### config.mk
export PLATFORM = sky130hd
export DESIGN_NAME = led_fader
export DESIGN_NICKNAME = d
export VERILOG_FILES = /design/src/rtl/led_fader_pkg.sv /design/src/rtl/led_fader_ch.sv /design/src/rtl/led_fader.sv
export SDC_FILE = /design/constraint.sdc
export NUM_CORES = 1
export LEC_CHECK = 0
export ABC_CLOCK_PERIOD_IN_PS = 5300
export CORE_AREA = 2 2 151 153
export CTS_BUF_LIST = sky130_fd_sc_hd__clkbuf_2 sky130_fd_sc_hd__clkbuf_4 sky130_fd_sc_hd__clkbuf_8
export DETAILED_ROUTE_END_ITERATION = 8
export DIE_AREA = 0 0 153 155
export GPL_TIMING_DRIVEN = 0
export SLEW_MARGIN = 0
export SYNTH_ARGS = -nofsm -noshare
export SYNTH_HDL_FRONTEND = slang
export SYNTH_SLANG_ARGS = --single-unit
### constraint.sdc
create_clock -name clk -period 5.3 [get_ports clk]
set_clock_uncertainty 0.15 [all_clocks]
set_input_delay 0.53 -clock clk [delete_from_list [all_inputs] [get_ports clk]]
set_output_delay 0.53 -clock clk [all_outputs]
set_load 0.01 [all_outputs]
### src/rtl/led_fader_pkg.sv
// led_fader shared definitions: default brightness width,
// full-scale derivation and the brightness type.
package led_fader_pkg;

   localparam int PWM_W_DEF = 6;

   function automatic int bmax_f(input int w);
      return (1 << w) - 1;
   endfunction

   typedef logic [PWM_W_DEF-1:0] bright_t;

endpackage

### src/rtl/led_fader_ch.sv
// One fader channel: brightness register with load/decay,
// PWM compare and the registered pad drive.
module led_fader_ch
   import led_fader_pkg::*;
#(
   parameter int PWM_W      = PWM_W_DEF,
   parameter int DECAY_STEP = 1
) (
   input  logic             clk,
   input  logic             rst_l,
   input  logic             en,
   input  logic             decay_tick,
   input  logic             led_in,
   input  logic [PWM_W-1:0] pwm_cnt,
   output logic             led_out
);

   localparam logic [PWM_W-1:0] BMAX = PWM_W'(bmax_f(PWM_W));
   localparam logic [PWM_W-1:0] STEP = PWM_W'(DECAY_STEP);

   logic [PWM_W-1:0] b_q, b_d;
   logic             out_q, out_d;

   // load wins over decay; decay saturates at zero
   always_comb begin
      b_d   = b_q;
      out_d = 1'b0;
      if (en) begin
         if (led_in) begin
            b_d = BMAX;
         end else if (decay_tick) begin
            b_d = (b_q > STEP) ? (b_q - STEP) : '0;
         end
         out_d = (b_q == BMAX) | (b_q > pwm_cnt);
      end
   end

   // brightness and output flops
   always_ff @(posedge clk or negedge rst_l) begin
      if (!rst_l) begin
         b_q   <= '0;
         out_q <= 1'b0;
      end else begin
         b_q   <= b_d;
         out_q <= out_d;
      end
   end

   assign led_out = out_q;

endmodule

### src/rtl/led_fader.sv
// Per-channel PWM fade stage: shared PWM counter and decay
// prescaler driving one fader channel per LED.
module led_fader
   import led_fader_pkg::*;
#(
   parameter int N_CH       = 8,
   parameter int PWM_W      = PWM_W_DEF,
   parameter int DECAY_DIV  = 65536,
   parameter int DECAY_STEP = 1
) (
   input  logic            clk,
   input  logic            rst_l,
   input  logic            en,
   input  logic [N_CH-1:0] led_in,
   output logic [N_CH-1:0] led_out
);

   localparam int DIV_W = $clog2(DECAY_DIV);
   localparam logic [DIV_W-1:0] LAST = DIV_W'(DECAY_DIV - 1);

   logic [PWM_W-1:0] pwm_q, pwm_d;
   logic [DIV_W-1:0] div_q, div_d;
   logic             decay_tick;

   // counters advance only while enabled; prescaler wraps at LAST
   always_comb begin
      pwm_d = pwm_q;
      div_d = div_q;
      if (en) begin
         pwm_d = pwm_q + 1'b1;
         div_d = (div_q == LAST) ? '0 : div_q + 1'b1;
      end
   end

   assign decay_tick = en & (div_q == LAST);

   // PWM counter and decay prescaler flops
   always_ff @(posedge clk or negedge rst_l) begin
      if (!rst_l) begin
         pwm_q <= '0;
         div_q <= '0;
      end else begin
         pwm_q <= pwm_d;
         div_q <= div_d;
      end
   end

   for (genvar i = 0; i < N_CH; i++) begin : g_ch
      led_fader_ch #(
         .PWM_W      (PWM_W),
         .DECAY_STEP (DECAY_STEP)
      ) u_ch (
         .clk        (clk),
         .rst_l      (rst_l),
         .en         (en),
         .decay_tick (decay_tick),
         .led_in     (led_in[i]),
         .pwm_cnt    (pwm_q),
         .led_out    (led_out[i])
      );
   end

endmodule

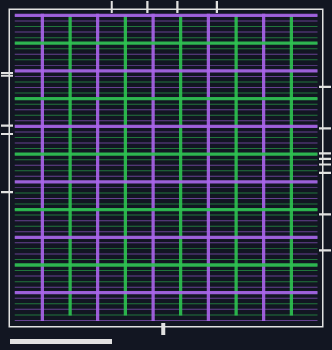
Figure 1: floorplan with the power grid.
Bar = 50 um. Pins as bars on the die edge.
legend:
  purple:
    net: VSS
  green:
    net: VDD
met5 straps: 11
signal pins: 19

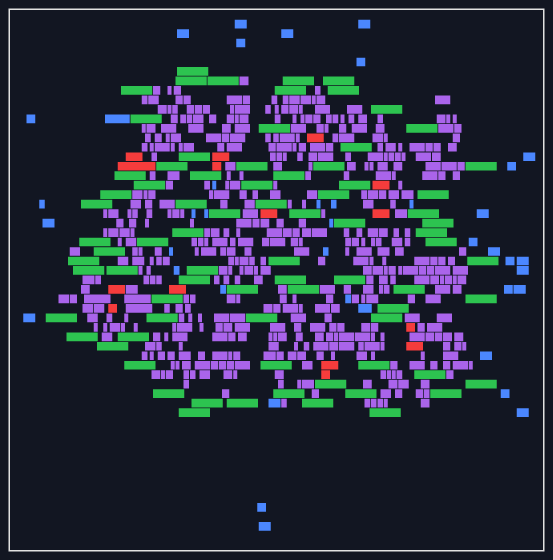
Figure 2: cell classes on the final placement.
legend:
  green:
    class: flip-flops
    cells: 78
  purple:
    class: all other logic
    cells: 475
  red:
    class: clock drivers and dummy loads
    cells: 15
  blue:
    class: other buffers and delay cells
    cells: 40

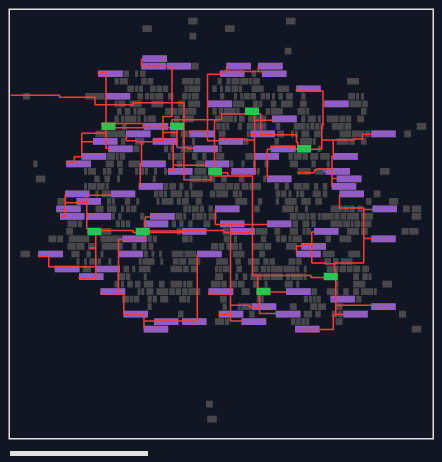
Figure 3: clock wires, drivers and flops.
Bar = 50 um.
legend:
  red:
    item: clock wires
    length: 1280 um
  purple:
    item: flip-flops
    count: 78
  green:
    item: cells driving clock nets
    count: 9
routed clock nets: 10

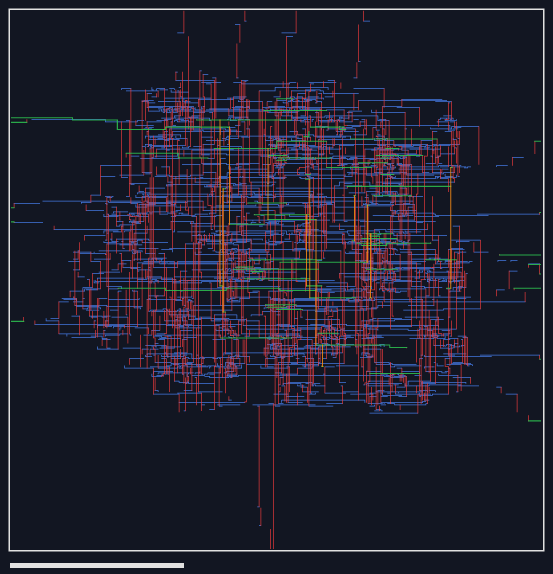
Figure 4: signal wires by layer.
Bar = 50 um.
legend:
  green:
    layer: met3
    wire_length: 745 um
  red:
    layer: met2
    wire_length: 6260 um
  blue:
    layer: met1
    wire_length: 6710 um
  orange:
    layer: met4
    wire_length: 310 um

==> impl_metrics.ini <==
; generated from flow reports
[finish]
layout.nonclk_buf_share_pct = 5.13
diodes = 0
comb_cells = 451
layoutNonFillerInstCount = 893
inv_count = 24
fill_cells = 2383

[sta]
timing.hold.ws_ns = 0.0159
max_freq_ghz = 0.376
worst_pin_slew_ns = 0.705

[yosys]
ys_types = 53
ys_cells = 575
ys.flops = 78
ys_chip_area_um2 = 5410
async_reset_ff_share_pct = 100

[grt]
grt_max_degree = 44
grt_pass1_wl_um = 23300

[die]
die_h_um = 155
taps = 285

[detailed_routing]
vias_per_cell = 5.12
dr_wl_met3_um = 744
drc = 0

[pwr]
powerClk_mw = 0.478
pg_seq_mw = 0.706
powerComb_mw = 0.723
pwr-share-seq_pct = 37.0

[critical_path]
reg2regPathDepth = 8
crit_start = div_q[0]
critPathMaxFanout = 10
r2r-start = div_q[0]
worstSetupPathType = reg -> reg
crit_end = g_ch[7].u_ch.b_q[3]

[job]
warnings = 42

[cts]
clockBufferDepth = 2
cts_buffers = 9

[run_status]
status = completed

[placement]
dp.final_hpwl_um = 9660
-- sequential cells by signal, summed over array words and instances, names as in the netlist --
register           cells
div_q                 16
g_ch.u_ch.b_q         48
pwm_q                  6
g_ch.u_ch.led_out      8
-- cells by family (layout without fill, tap and decap cells) --
family	after synthesis	after routing	synth area share [%]
simple gates	244	244	25.3
compound gates	114	114	14.3
flops	78	78	36.1
fa+ha+maj	74	74	17.1
buf+inv	46	79	4.03
xor+xnor	17	17	2.75
mux	2	2	0.370
-- critical path: stages, from the launching register on --
cell and delay (ns):
dfrtp_1 0.43, ha_1 0.22, nand2_1 0.14, nor3_2 0.54
nand2_2 0.18, buf_6 0.20, clkbuf_1 0.32, o21ai_0 0.26
nand3_1 0.10
-- cells in the mapped netlist, drive strengths merged, types with 2 or more instances --
library cell | n | area, um^2
dfrtp | 78 | 1950
ha | 74 | 926
nand2 | 54 | 205
nand3 | 37 | 185
nor2 | 30 | 113
inv | 24 | 90.1
o211ai | 23 | 173
o21ai | 21 | 105
nand4 | 19 | 134
nor2b | 19 | 119
a31oi | 16 | 100
buf | 16 | 105
nor3 | 16 | 90.1
and3 | 13 | 81.3
or3 | 12 | 75.1
xnor2 | 12 | 105
a21oi | 11 | 55.1
or4 | 10 | 75.1
o21a | 8 | 60.1
o22ai | 8 | 50.1
a211oi | 7 | 52.6
nor4b | 7 | 61.3
clkbuf | 6 | 22.5
nand2b | 6 | 37.5
o41ai | 5 | 43.8
xor2 | 5 | 43.8
a221o | 4 | 40.0
nand4b | 4 | 35.0
nor4 | 4 | 55.1
nand3b | 3 | 22.5
o311ai | 3 | 26.3
and2 | 2 | 12.5
and4 | 2 | 17.5
mux2i | 2 | 20.0
o31ai | 2 | 15.0
or3b | 2 | 17.5
Power and IR drop assume default switching activity.
